[src/rtl/mem_scan_reader_pkg.sv]
`default_nettype none
// ============================================================================
//  Module   : mem_scan_pkg
//  Brief    : Shared types and constants for the memory scan reader
//             (FSM state encoding, blank display code, hex-to-7-seg table).
//  Revision : 1.0  initial release
// ============================================================================
package mem_scan_pkg;

  // Scan sequencer states
  typedef enum logic [2:0] {
    IDLE = 3'd0,
    READ = 3'd1,
    CAPT = 3'd2,
    SHOW = 3'd3,
    FIN  = 3'd4
  } state_t;

  // Display code shown before any word has been captured
  localparam logic [7:0] SEG_BLANK = 8'h00;

  // Active-high segment patterns, a=bit0 .. g=bit6; entry 15 listed first
  localparam logic [15:0][6:0] HEX7SEG_TABLE = {
    7'h71, 7'h79, 7'h5E, 7'h39,   // F E d C
    7'h7C, 7'h77, 7'h6F, 7'h7F,   // b A 9 8
    7'h07, 7'h7D, 7'h6D, 7'h66,   // 7 6 5 4
    7'h4F, 7'h5B, 7'h06, 7'h3F    // 3 2 1 0
  };

endpackage : mem_scan_pkg
`default_nettype wire

[src/rtl/mem_scan_reader_if.sv]
`default_nettype none
// ============================================================================
//  Module   : mem_scan_reader_if
//  Brief    : Memory read port plus valid/ready word stream between the scan
//             reader (master) and the memory/consumer side (slave).
//  Revision : 1.0  initial release
// ============================================================================
interface mem_scan_reader_if #(
  parameter int ADDR_W = 2,
  parameter int DATA_W = 4
);

  logic              mem_rd_en;
  logic [ADDR_W-1:0] mem_addr;
  logic [DATA_W-1:0] mem_rdata;
  logic              out_valid;
  logic              out_ready;
  logic [ADDR_W-1:0] out_addr;
  logic [DATA_W-1:0] out_data;

  modport master (
    output mem_rd_en, mem_addr, out_valid, out_addr, out_data,
    input  mem_rdata, out_ready
  );

  modport slave (
    input  mem_rd_en, mem_addr, out_valid, out_addr, out_data,
    output mem_rdata, out_ready
  );

endinterface : mem_scan_reader_if
`default_nettype wire

[src/rtl/mem_scan_reader_hex7seg.sv]
`default_nettype none
// ============================================================================
//  Module   : hex7seg
//  Brief    : Combinational hex digit to active-high 7-segment decode.
//  Revision : 1.0  initial release
// ============================================================================
module hex7seg
  import mem_scan_pkg::*;
(
  input  logic [3:0] digit,
  output logic [6:0] segments
);

  // Table lookup of the segment pattern for one hex digit
  always_comb begin
    segments = HEX7SEG_TABLE[digit];
  end

endmodule : hex7seg
`default_nettype wire

[src/rtl/mem_scan_reader.sv]
`default_nettype none
// ============================================================================
//  Module   : mem_scan_reader
//  Brief    : Walks every memory address on start, issues a synchronous read,
//             presents each word on a valid/ready stream and shows it on a
//             7-segment digit. Optional continuous wrap-around scanning.
//  Revision : 1.0  initial release
// ============================================================================
module mem_scan_reader
  import mem_scan_pkg::*;
#(
  parameter int ADDR_W      = 2,
  parameter int DATA_W      = 4,
  parameter int HOLD_CYCLES = 1
) (
  input  logic                clk_2,
  input  logic                reset,
  input  logic                start,
  input  logic                continuous,
  mem_scan_reader_if.master   bus,
  output logic [7:0]          seg,
  output logic                busy,
  output logic                done
);

  localparam int                DEPTH     = 2 ** ADDR_W;
  localparam int                HOLD_W    = $clog2(HOLD_CYCLES + 1);
  localparam logic [ADDR_W-1:0] LAST_ADDR = ADDR_W'(DEPTH - 1);
  localparam logic [HOLD_W-1:0] HOLD_MAX  = HOLD_W'(HOLD_CYCLES - 1);

  state_t            state_q,    state_d;
  logic [ADDR_W-1:0] mem_addr_q, mem_addr_d;
  logic [ADDR_W-1:0] out_addr_q, out_addr_d;
  logic [DATA_W-1:0] out_data_q, out_data_d;
  logic [HOLD_W-1:0] hold_cnt_q, hold_cnt_d;
  logic              shown_q,    shown_d;   // a word has been captured since reset
  logic [6:0]        digit_seg;

  // State and datapath registers; reset clears everything including the display
  always_ff @(posedge clk_2) begin
    if (reset) begin
      state_q    <= IDLE;
      mem_addr_q <= '0;
      out_addr_q <= '0;
      out_data_q <= '0;
      hold_cnt_q <= '0;
      shown_q    <= 1'b0;
    end else begin
      state_q    <= state_d;
      mem_addr_q <= mem_addr_d;
      out_addr_q <= out_addr_d;
      out_data_q <= out_data_d;
      hold_cnt_q <= hold_cnt_d;
      shown_q    <= shown_d;
    end
  end

  // Next-state and per-state strobes for the read/capture/show sequence
  always_comb begin
    state_d       = state_q;
    mem_addr_d    = mem_addr_q;
    out_addr_d    = out_addr_q;
    out_data_d    = out_data_q;
    hold_cnt_d    = hold_cnt_q;
    shown_d       = shown_q;
    bus.mem_rd_en = 1'b0;
    bus.out_valid = 1'b0;
    done          = 1'b0;

    case (state_q)
      IDLE: begin
        if (start) begin
          mem_addr_d = '0;
          state_d    = READ;
        end
      end

      READ: begin
        bus.mem_rd_en = 1'b1;
        state_d       = CAPT;
      end

      CAPT: begin
        // Read data arrives the cycle after the strobe
        out_data_d = bus.mem_rdata;
        out_addr_d = mem_addr_q;
        hold_cnt_d = '0;
        shown_d    = 1'b1;
        state_d    = SHOW;
      end

      SHOW: begin
        bus.out_valid = 1'b1;
        if (hold_cnt_q != HOLD_MAX) begin
          hold_cnt_d = hold_cnt_q + HOLD_W'(1);
        end
        if (bus.out_ready && (hold_cnt_q == HOLD_MAX)) begin
          if (mem_addr_q != LAST_ADDR) begin
            mem_addr_d = mem_addr_q + ADDR_W'(1);
            state_d    = READ;
          end else if (continuous) begin
            // Explicit wrap rather than relying on counter overflow
            mem_addr_d = '0;
            state_d    = READ;
          end else begin
            state_d = FIN;
          end
        end
      end

      FIN: begin
        done    = 1'b1;
        state_d = IDLE;
      end

      default: begin
        state_d = IDLE;
      end
    endcase
  end

  hex7seg u_hex7seg (
    .digit    (out_data_q[3:0]),
    .segments (digit_seg)
  );

  // Output drive: registered word, busy flag and display (blank until first capture)
  always_comb begin
    busy         = (state_q != IDLE);
    bus.mem_addr = mem_addr_q;
    bus.out_addr = out_addr_q;
    bus.out_data = out_data_q;
    seg          = SEG_BLANK;
    seg[7]       = busy;
    if (shown_q) begin
      seg[6:0] = digit_seg;
    end
  end

endmodule : mem_scan_reader
`default_nettype wire

[src/flat_wrapper.sv]
// flat-port wrapper written by rule: the top's interface ports become plain ports
module mem_scan_reader_flat import mem_scan_pkg::*;
#(
  parameter int ADDR_W      = 2,
  parameter int DATA_W      = 4,
  parameter int HOLD_CYCLES = 1
)
  (clk_2, reset, start, continuous, seg, busy, done, bus_mem_rd_en, bus_mem_addr, bus_out_valid, bus_out_addr, bus_out_data, bus_mem_rdata, bus_out_ready);
  mem_scan_reader_if #(.ADDR_W(ADDR_W), .DATA_W(DATA_W)) bus_i ();
  input  logic clk_2;
  input  logic reset;
  input  logic start;
  input  logic continuous;
  output logic [7:0] seg;
  output logic busy;
  output logic done;
  output wire logic [$bits(bus_i.mem_rd_en)-1:0] bus_mem_rd_en;
  output wire logic [$bits(bus_i.mem_addr)-1:0] bus_mem_addr;
  output wire logic [$bits(bus_i.out_valid)-1:0] bus_out_valid;
  output wire logic [$bits(bus_i.out_addr)-1:0] bus_out_addr;
  output wire logic [$bits(bus_i.out_data)-1:0] bus_out_data;
  input wire logic [$bits(bus_i.mem_rdata)-1:0] bus_mem_rdata;
  input wire logic [$bits(bus_i.out_ready)-1:0] bus_out_ready;
  assign bus_mem_rd_en = bus_i.mem_rd_en;
  assign bus_mem_addr = bus_i.mem_addr;
  assign bus_out_valid = bus_i.out_valid;
  assign bus_out_addr = bus_i.out_addr;
  assign bus_out_data = bus_i.out_data;
  assign bus_i.mem_rdata = bus_mem_rdata;
  assign bus_i.out_ready = bus_out_ready;
  mem_scan_reader #(.ADDR_W(ADDR_W), .DATA_W(DATA_W), .HOLD_CYCLES(HOLD_CYCLES)) u_core (.clk_2(clk_2), .reset(reset), .start(start), .continuous(continuous), .bus(bus_i), .seg(seg), .busy(busy), .done(done));
endmodule
[config.mk]
export PLATFORM = sky130hd
export DESIGN_NAME = mem_scan_reader_flat
export DESIGN_NICKNAME = d
export VERILOG_FILES = /design/src/rtl/mem_scan_reader_pkg.sv /design/src/rtl/mem_scan_reader_if.sv /design/src/rtl/mem_scan_reader_hex7seg.sv /design/src/rtl/mem_scan_reader.sv /design/src/flat_wrapper.sv
export SDC_FILE = /design/constraint.sdc
export NUM_CORES = 1
export LEC_CHECK = 0
export CORE_UTILIZATION = 25
export DETAILED_ROUTE_END_ITERATION = 10
export PLACE_DENSITY = 0.61
export SLEW_MARGIN = 20
export SYNTH_ARGS = -nofsm -noshare
export SYNTH_HDL_FRONTEND = slang
export SYNTH_HIERARCHICAL = 1
export SYNTH_SLANG_ARGS = --single-unit
export TNS_END_PERCENT = 20
[constraint.sdc]
create_clock -name clk_2 -period 1.63 [get_ports clk_2]
set_input_delay 0.326 -clock clk_2 [delete_from_list [all_inputs] [get_ports clk_2]]
set_output_delay 0.326 -clock clk_2 [all_outputs]
set_load 0.005 [all_outputs]
Run 1, where the registers sit:
Other sequential cells in the stronger grey, the rest of the logic in the fainter grey.
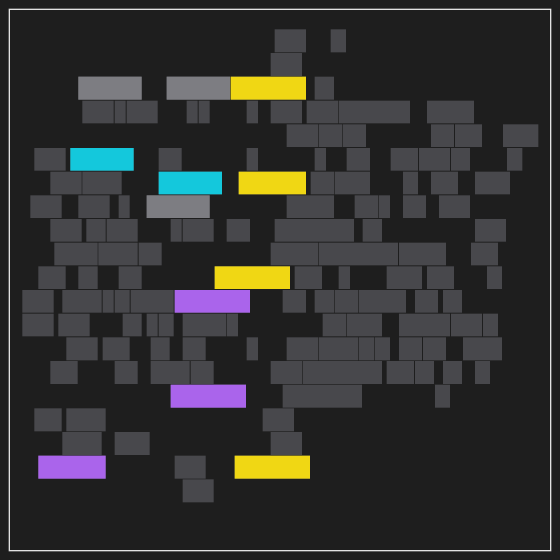
yellow -> `u_core/bus.out_data`  # flops 4
cyan -> `u_core/bus.mem_addr`  # flops 2
purple -> `u_core/state_q`  # flops 3

Run 1, gate families picked out:
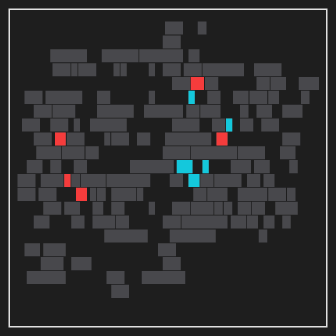
red -> nand cells  # cells 5
cyan -> inv cells  # cells 5, where middle

Run 1, the metal 1 layer:
Supply wires on this layer in grey.
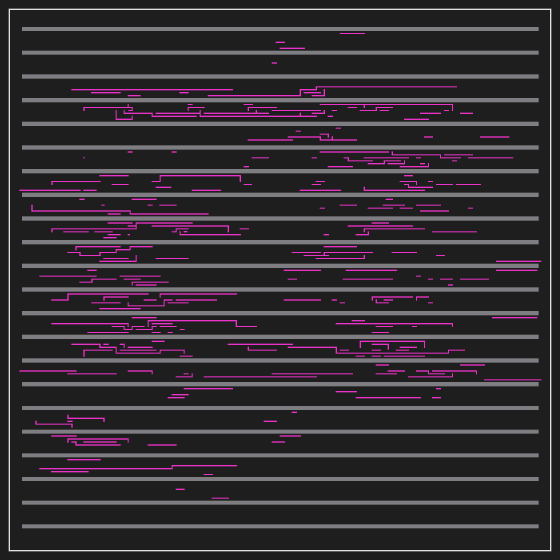
nets with wire on the layer = 124
longest straight run = 18.4 um
main direction = horizontal
share of all routed wire = 44%

Run 1, floorplan with the power grid:
Pins as bars on the die edge.
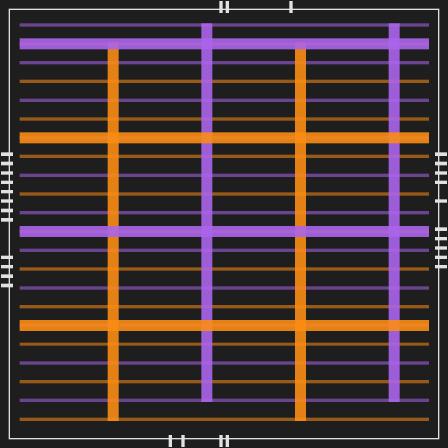
orange -> VSS
purple -> VDD
signal pins = 29
met4 straps = 4

==> writeup.txt, run 1 <==
The registers of the reported paths see a clock transition of 0.07 ns. TritonCTS built the clock tree. The run gives 3850 um^2 for the total die size.

The number of antenna violations at the first check in global routing was 0; the number of DRC markers after the initial detailed-route iteration was 18. Summed over all nets, wire length on met3 after detailed routing comes to 99 um. Number of cells in the design after placement: 177. The clock skew is 0.00183 ns, and the fraction of layout instances using a drive strength above 1 is 46.7%.

The detailed placement HPWL was 1.58 mm; the count of instantiated cells in the yosys netlist was 94. The endpoint required time on the critical path is 1.30 ns, and the number of buffers added by the clock tree synthesis step is 3. Mux cell area share after synthesis: 17.2%. Across the run, the number of max-cap violations was 0. Row generation in the floorplan step produced 21 rows.

According to the hold report, the worst path is of the register to register type. Synthesis produced a netlist whose cell count is 94. The slowest stage of the critical path is the sky130_fd_sc_hd__mux4_2 cell. With the antenna cell count at 0, the average footprint of a synthesized cell is 9.58 um^2.

The final weighted congestion recorded by global placement is 0.718. CTS reports a maximum clock tree buffer depth of 2. For the leakage power total, the log shows 0.588 nW.

In this run the most critical hold path is launched from u_core/bus.out_addr[1]$_SDFFE_PP0P_. Combinational power for this build is 0.241 mW. The run gives 2.01 mm for the total wirelength of the detailed-routed design. Measured along the y axis, the die boundary spans 62.0 um. The sequential share of power came out at 41.6%.

Relative to the synthesized area, the layout overhead comes to 60.4%. Once layout is complete, the utilization of the core stands at 42.6%. The run finished, with violations left.

Leaving out fill and tap cells, the most frequent cells in the layout are sky130_fd_sc_hd__clkdlybuf4s50_1, sky130_fd_sc_hd__buf_4, sky130_fd_sc_hd__nor2_1. Share of the synthesized area in the top cell type: 26.7%. Headroom to the max-slew limit came out at 75.4%. Post-route period utilization is reported as 122%. The transition time at the pin with the least slew margin is 0.364 ns, and the peak supply drop is 0.000337 V. Before antenna repair, the detailed router went through 4 iterations. The global routing report lists met3 layer usage as 1.66%. In this run the post-CTS setup repair buffer count came out at 0. Yosys reports a chip area of 901 um^2.

Summing all non-filler instances in the final layout gives an area of 1450 um^2. Per the timing report, the achievable frequency comes out to 502 MHz. Among all flip-flop cells after synthesis, the most frequent one is sky130_fd_sc_hd__dfxtp_1. The met2 track demand over resource in global routing is 21.0%.

Buffers placed on the I/O ports in this run total 28. The region available for standard cell placement spans 3390 um^2. The power report puts the net switching power at 0.214 mW. The area fraction in compound gates after synthesis was 11.5%; the clock group total power was 0.230 mW. By area the synthesized netlist is led by sky130_fd_sc_hd__dfxtp_1, sky130_fd_sc_hd__ha_1, sky130_fd_sc_hd__mux2i_1, sky130_fd_sc_hd__and2_1, sky130_fd_sc_hd__nor2_1.

The worst register-to-register path ends at u_core/bus.mem_addr[0]$_SDFFE_PP0P_. Yosys reported that registers with async set or reset make up 0%. The total congestion overflow after global routing came out at 0.

The most frequent cell after synthesis was sky130_fd_sc_hd__dfxtp_1. Clock latency on the worst-skew pair, taken at its later pin, is 0.26 ns. The launch point of the critical path was reported as u_core/bus.out_data[1]$_SDFFE_PP0P_. Global-route track usage on met1: 14.3%.

Endpoints with negative setup slack in the final report add up to 7. In the final report, the number of hold violations comes to 0. STA shows the worst min-delay path finishing at u_core/bus.out_addr[1]$_SDFFE_PP0P_.

With the via count of the first global-routing pass at 764, the register area share after synthesis is 26.7%. The run gives 0.806 mW as the total power of the final layout. The maximum number of pins on one net before global-route repair is 13, and the switching share of total power is 26.5%. The number of stages on the worst hold path works out to 2.

Per STA, the worst path is made up of inv_6, ha_4, mux4_2, and2_4, buf_6. The run gives 111 as the total nets after synthesis. Clock sink count: 12.

The critical path's largest stage delay works out to 0.45 ns. The checks that failed: setup timing. Across all stage logs, warnings added up to 34. For the internal reg-to-reg setup slack, the log shows 0.33 ns.

In the final design database the tool counted 153 nets. The count of cells in the finished layout, fillers not included, comes to 181. Using the TritonRoute via totals, the vias-per-cell ratio works out to 4.43. The logs give -0.362 ns for the worst setup slack after layout and 1330 um^2 for the placed standard-cell area. The critical path capture point was seg[3].

Summing over every cut layer, the via total after detailed routing is 802. The global-route wire length before repair was 3.35 mm.
-- run 1: final cells by class --
type / instances / area [um^2]
timing repair buffer: 44 / 383
fill: 339 / 1940
tap: 46 / 57.6
clock buffer: 4 / 36.3
sequential: 12 / 262
multi-input combinational: 70 / 681
inverter: 5 / 26.3
-- run 1: critical path: cells and delay by family, from the launching register on --
family        cells  cell delay (ns)
mux               1             0.45
flops             1             0.40
fa+ha+maj         1             0.23
buf+inv           2             0.16
simple gates      1             0.15
-- run 1: repair_timing --
action                     4_1_cts  5_1_grt
setup endpoints to repair       14       12
pin swaps                        4        1
resized                         57       14
-- run 1: logic make-up after synthesis --
kind of cell / after synthesis
adders and majority gates: 8
and+or+nand+nor: 35
AOI/OAI and AO/OA: 14
buffers and inverters: 12
DFF: 12
muxes: 13
Run 1, clock wiring as the flow saved it:
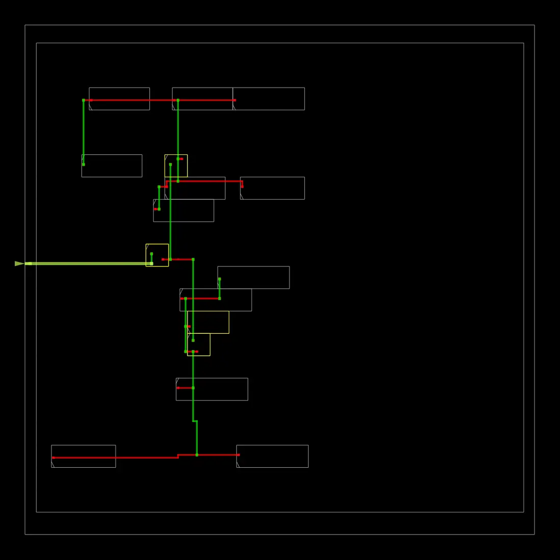

==> inputs of run 2 (changes only) <==
- GPL_ROUTABILITY_DRIVEN: default -> 0
- PLACE_DENSITY: 0.61 -> 0.59
- SYNTH_HIERARCHICAL: 1 -> default
Run 2, clock wiring as the flow saved it:
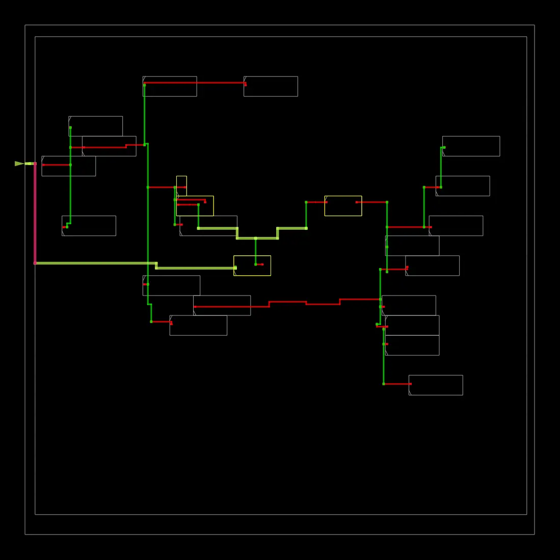
power attributed to the clock group: 0.328 mW
setup clock skew after layout: 0.000742 ns

Run 2, the metal 1 layer:
Supply wires on this layer in grey.
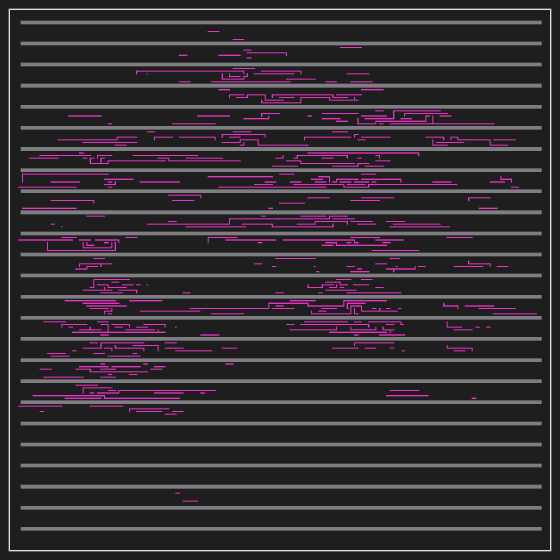
longest straight run = 14.3 um
main direction = horizontal

==> writeup.txt, run 2 <==
The run gives 4 (unchanged) as the layout clock buffer count. The run gives 0.34 ns (was 0.45 ns) for the critical path's largest stage delay. The share of the synthesized area in the top cell type came out at 33.3% (was 26.7%).

The tools report the count of endpoints failing hold in the final timing report as 0 (unchanged). The instance count of the mapped netlist was 122 (was 94). The reported combinational group power was 0.332 mW (was 0.241 mW); the transition time at the pin with the least slew margin was 0.379 ns (was 0.364 ns).

The tools report the routed length on met1 as 1.15 mm (was 888 um). The flow ran to the end, but the final reports show violations. The run gives 3 (was 4) as the first-pass detailed-route iteration total. The total congestion overflow after global routing is 0 (unchanged). Total routing resource utilization after global routing: 11.7% (was 11.6%). With the data-path buffer share of cell area in the final layout at 24.5% (was 26.5%), the sequential share of power is 43.9% (was 41.6%). The clock input transition at the sequential cells of the worst setup and hold paths is 0.07 ns (about the same). The portion of the clock cycle consumed by the worst path in the final layout works out to 102% (was 122%). The most frequent cell after synthesis is sky130_fd_sc_hd__dfxtp_1 (unchanged). The run gives 122 (was 94) as the count of instantiated cells in the yosys netlist. Slowest stage cell on the critical path: sky130_fd_sc_hd__dfxtp_2 (was sky130_fd_sc_hd__mux4_2). With the number of buffers and inverters on the critical path at 2 (unchanged), the remaining max-slew budget at the tightest pin is 74.4% (was 75.4%). Path class of the lowest-slack min-delay path: register to register (unchanged). The endpoint required time on the critical path was 1.82 ns (was 1.30 ns). The global-route wire length before repair is 4.60 mm (was 3.35 mm), and the logic share of the area is 45.1% (was 47.1%). The area fraction in compound gates after synthesis is 12.8% (was 11.5%). With the internal reg-to-reg setup slack at -0.04 ns (was 0.33 ns), the area overhead of the layout relative to synthesis is 50.2% (was 60.4%).

Largest cells by area: sky130_fd_sc_hd__dfxtp_1, sky130_fd_sc_hd__ha_1, sky130_fd_sc_hd__mux2i_1, sky130_fd_sc_hd__nor2_1, sky130_fd_sc_hd__and2_1 (was sky130_fd_sc_hd__dfxtp_1, sky130_fd_sc_hd__ha_1, sky130_fd_sc_hd__mux2i_1, sky130_fd_sc_hd__and2_1, sky130_fd_sc_hd__nor2_1). The peak supply drop is 0.000420 V (was 0.000337 V), and the detailed placement HPWL is 2.06 mm (was 1.58 mm). The number of buffers added by the clock tree synthesis step is 3 (unchanged). The detail-routed via count per cell was 4.72 (was 4.43); the sequential fraction of total cell area was 22.5% (was 18.1%).

The leakage power total was 0.716 nW (was 0.588 nW). Via count of the first global-routing pass: 1020 (was 764). The count of maximum capacitance violations was 0 (unchanged); the met2 track demand over resource in global routing was 20.4% (was 21.0%).

The run gives 0.25 ns (was 0.26 ns) as the clock insertion delay at the later pin of the skew report. The maximum clock frequency is 599 MHz (was 502 MHz). The buffers inserted during post-CTS setup optimization came out at 0 (unchanged). The logic area is 773 um^2 (was 681 um^2).

The tools report the routed length on met3 as 118 um (was 99 um). The run gives 1.30 mm (was 1.02 mm) as the detailed-routed wire length on met2. Violations in the final reports: setup timing (unchanged).

The area of the core was 4380 um^2 (was 3390 um^2). The multi-input gate count is 90 (was 70). The tools report the antenna cell count as 0 (unchanged). The area fraction of clock buffers and clock inverters came out at 2.63% (was 2.51%). TritonCTS built the clock tree. The dominant kind of cell was logic gates (unchanged). The run gives 14.2% (was 14.3%) as the global-route track usage on met1. For the number of antenna violations at the first check in global routing, the log shows 0 (unchanged). The vertical die dimension was 69.6 um (was 62.0 um). The cell row count is 24 (was 21), and the maximum clock path buffer count is 2 (unchanged). Cell chain of the critical path: nor3b_4, buf_6, mux2i_4, nor2_4, inv_2, ha_2, or2_1, a2bb2oi_2 (was inv_6, ha_4, mux4_2, and2_4, buf_6). The run gives 183 (was 153) for the final net count.

The logs give 52 (was 46) for the tap cell count and 139 (was 111) for the total nets after synthesis. Count of plain and timing-repair buffers in the layout: 46 (was 44). Final cell count without fillers: 217 (was 181).

The tools report the total die size as 4840 um^2 (was 3850 um^2). The logs give 0.313 mW (was 0.214 mW) for the total net switching power and 39.1% (was 42.6%) for the utilization after layout. The run gives 5 (was 4) for the highest fanout seen on the critical path. The final tally of setup violations was 5 (was 7). The routing usage on met3 came out at 3.05% (was 1.66%).

The quantity of I/O buffers inserted on ports works out to 28 (unchanged). The logs give 1610 um^2 (was 1330 um^2) for the placed standard-cell area and 1.18 mW (was 0.806 mW) for the total power of the final layout. The fraction of synthesis flops using an asynchronous set or reset pin works out to 0% (unchanged). The run gives 6 (was 5) for the number of non-clock inverters. The register area share after synthesis is 33.3% (was 26.7%). For the sequential cell area, the log shows 387 um^2 (was 262 um^2). The number of DRC markers after the initial detailed-route iteration is 41 (was 18).

With the number of library cell types mapped by synthesis at 37 (unchanged), the number of cells in the design after placement is 213 (was 177). The maximum number of pins on one net before global-route repair is 11 (was 13). For the number of filler cells placed in the layout, the log shows 440 (was 339).

For the chip area line of the yosys report, the log shows 1140 um^2 (was 901 um^2). The switching share of total power is 26.6% (was 26.5%), and the average footprint of a synthesized cell is 9.36 um^2 (was 9.58 um^2). Dominant register cell: sky130_fd_sc_hd__dfxtp_1 (unchanged). The via count is 1025 (was 802).

The run gives -0.0392 ns (was -0.362 ns) as the worst setup slack after layout. Total negative slack: -0.119 ns (was -1.74 ns). The tally of OpenROAD warnings was 35 (was 34). The layout sequential cell count is 19 (was 12).
-- run 2: worst paths after layout --
check	start	endpoint	cells past startpoint
max	u_core.state_q[1]$_SDFFE_PP0P_	u_core.digit_seg[6]$_DFF_P_	8
min	u_core.bus.out_addr[1]$_SDFFE_PP0P_	u_core.bus.out_addr[1]$_SDFFE_PP0P_	2
max reg2reg	u_core.state_q[1]$_SDFFE_PP0P_	u_core.digit_seg[6]$_DFF_P_	8
min reg2reg	u_core.bus.out_addr[1]$_SDFFE_PP0P_	u_core.bus.out_addr[1]$_SDFFE_PP0P_	2
-- run 2: timing repair --
item	in CTS	in global routing
resized	20	8
pin swaps	6	3
cloned	0	0
setup endpoints to repair	19	13
Run 2, where the registers sit:
Other sequential cells in the stronger grey, the rest of the logic in the fainter grey.
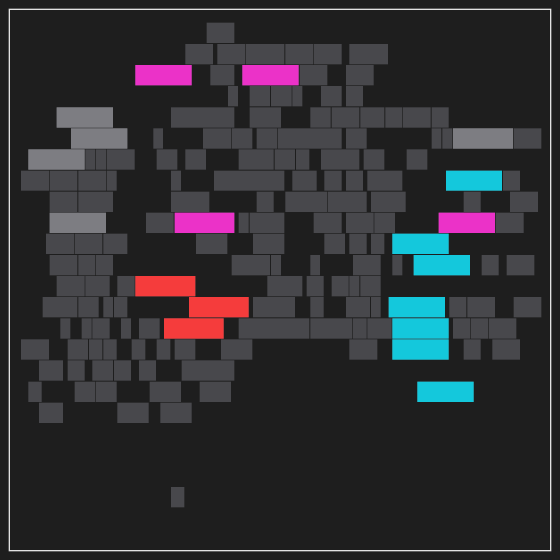

==> inputs of run 3 (changes only) <==
- CAP_MARGIN: default -> 30
- SETUP_SLACK_MARGIN: default -> 0.1
Run 3, where the registers sit:
Other sequential cells in the stronger grey, the rest of the logic in the fainter grey.
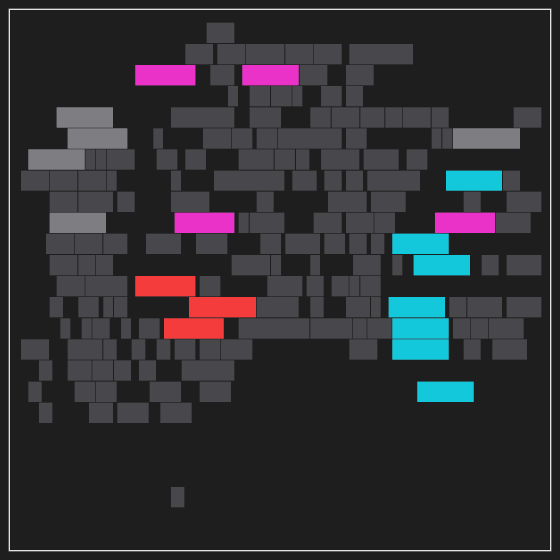
magenta -> `u_core.bus.out_data`  # flops 4
red -> `u_core.state_q`  # flops 3
cyan -> `u_core.digit_seg`  # flops 7, where right middle
not coloured = 5

==> writeup.txt, run 3 <==
The register area share after synthesis came out at 33.3% (unchanged). With the placed standard-cell area at 1610 um^2 (unchanged), the number of gates given a new drive strength after cts is 27 (was 20). For the total power of the final layout, the log shows 1.18 mW (about the same). For the total nets after synthesis, the log shows 139 (unchanged). The most frequent cell after synthesis is sky130_fd_sc_hd__dfxtp_1 (unchanged).

The total die size was 4840 um^2 (unchanged); the area overhead of the layout relative to synthesis was 55.4% (was 50.2%). The critical path's largest stage delay is 0.36 ns (was 0.34 ns), and the via count is 1052 (was 1025). The highest fanout seen on the critical path works out to 5 (unchanged). The run finished, with violations left.

The routed length on met3 is 132 um (was 118 um), and the leakage power total is 0.849 nW (was 0.716 nW). The remaining max-slew budget at the tightest pin was 76.0% (was 74.4%); the area of the core was 4380 um^2 (unchanged). The transition time at the pin with the least slew margin works out to 0.350 ns (was 0.379 ns).

The logs give 11 (unchanged) for the maximum number of pins on one net before global-route repair and 19 (unchanged) for the clock sink count. Total routing resource utilization after global routing: 11.7% (about the same). The sequential share of power is 43.5% (was 43.9%), and the total congestion overflow after global routing is 0 (unchanged).

Number of antenna violations at the first check in global routing: 0 (unchanged). Logic depth of the worst register-to-register path: 7 (was 8). The tools report the endpoint required time on the critical path as 1.77 ns (was 1.82 ns).

The run gives 40.5% (was 39.1%) for the utilization after layout. Clock input transition at the sequential cells of the worst setup and hold paths: 0.07 ns (about the same). The run gives 2.06 mm (unchanged) for the detailed placement HPWL.

The logs give 24 (unchanged) for the cell row count and -0.159 ns (was -0.119 ns) for the total negative slack. The tally of OpenROAD warnings was 35 (unchanged). The dominant register cell is sky130_fd_sc_hd__dfxtp_1 (unchanged). For the area of all placed cells without fillers, the log shows 1780 um^2 (was 1720 um^2).

Violations in the final reports: setup timing (unchanged). With the quantity of I/O buffers inserted on ports at 28 (unchanged), the number of DRC markers after the initial detailed-route iteration is 28 (was 41). The run gives 0.315 mW (was 0.313 mW) for the total net switching power. The capture endpoint of the worst hold path was u_core.bus.out_addr[1]$_SDFFE_PP0P_ (unchanged). The worst setup slack after layout is -0.0569 ns (was -0.0392 ns). The global-route wire length before repair was 4.64 mm (was 4.60 mm).

The routed length on met1 was 1.21 mm (was 1.15 mm); the count of endpoints failing hold in the final timing report was 0 (unchanged). The run gives 0.00245 ns (was 0.000742 ns) as the clock skew. The peak supply drop was 0.000411 V (was 0.000420 V). The tools report the final net count as 185 (was 183).

The slowest stage cell on the critical path was sky130_fd_sc_hd__dfxtp_4 (was sky130_fd_sc_hd__dfxtp_2). Number of buffers and inverters on the critical path: 2 (unchanged). The run gives 2 (unchanged) for the number of stages on the worst hold path. The startpoint of the most critical setup path is u_core.state_q[2]$_SDFFE_PP0P_ (was u_core.state_q[1]$_SDFFE_PP0P_). For the chip area line of the yosys report, the log shows 1140 um^2 (unchanged). Cell family with the largest share of critical-path delay: flip-flops (was simple AND/OR/NAND/NOR gates). The run gives 26.7% (was 26.6%) for the switching share of total power. The vertical die dimension was 69.6 um (unchanged).

Count of instantiated cells in the yosys netlist: 122 (unchanged). The source of the worst register-to-register timing path is u_core.state_q[2]$_SDFFE_PP0P_ (was u_core.state_q[1]$_SDFFE_PP0P_). The average footprint of a synthesized cell was 9.36 um^2 (unchanged); the reported combinational group power was 0.343 mW (was 0.332 mW).

The tools report the maximum clock frequency as 593 MHz (was 599 MHz). The run gives 213 (unchanged) for the number of cells in the design after placement. The detail-routed via count per cell came out at 4.80 (was 4.72). The antenna cell count is 0 (unchanged), and the mean routed wirelength per cell is 12.6 um (was 12.0 um). The tools report the via count of the first global-routing pass as 1022 (was 1020).

Path class of the lowest-slack min-delay path: register to register (unchanged). First-pass detailed-route iteration total: 4 (was 3). The tools report the final tally of setup violations as 7 (was 5). Cell chain of the critical path: nor3b_4, buf_6, mux2i_4, nor2_4, buf_4, ha_1, o22a_1 (was nor3b_4, buf_6, mux2i_4, nor2_4, inv_2, ha_2, or2_1, a2bb2oi_2). The minimum clock period after layout works out to 1.69 ns (was 1.67 ns). Largest cells by area: sky130_fd_sc_hd__dfxtp_1, sky130_fd_sc_hd__ha_1, sky130_fd_sc_hd__mux2i_1, sky130_fd_sc_hd__nor2_1, sky130_fd_sc_hd__and2_1 (unchanged). The launch instance of the worst min-delay path was u_core.bus.out_addr[1]$_SDFFE_PP0P_ (unchanged).

The tools report the number of library cell types mapped by synthesis as 37 (unchanged). The tools report the buffers inserted during post-CTS setup optimization as 0 (unchanged).
Run 3, gate families picked out:
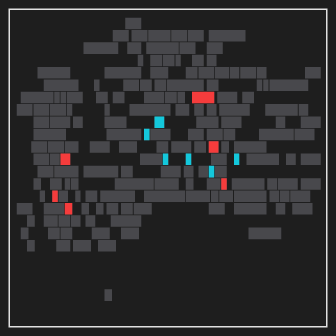
cyan -> inv cells  # cells 6, where middle
red -> nand cells  # cells 6

## run 3: layer usage
| layer | vias up | GRT usage, % |
|---|---|---|
| met5 | - | 0 |
| met1 | 508 | 14.5 |
| met3 | 4 | 3.05 |
| li1 | 509 | - |
| met4 | 0 | 2.72 |
| met2 | 31 | 20.4 |
## run 3: logic make-up (layout without fill, tap and decap cells)
kind of cell	count (synthesis)	in the layout	synth area share [%]
AOI/OAI and AO/OA	19	19	12.8
adders and majority gates	8	8	8.76
buffers and inverters	13	58	7.23
DFF	19	19	33.3
muxes	11	11	10.3
and+or+nand+nor	52	52	27.6
## run 3: area by class of cell
type	count	area [um^2]
timing repair buffer	48	437
clock buffer	4	45.0
sequential	19	395
inverter	6	25.0
fill	434	2610
tap	52	65.1
multi-input combinational	90	808
Power is estimated from default activity; no workload was simulated.
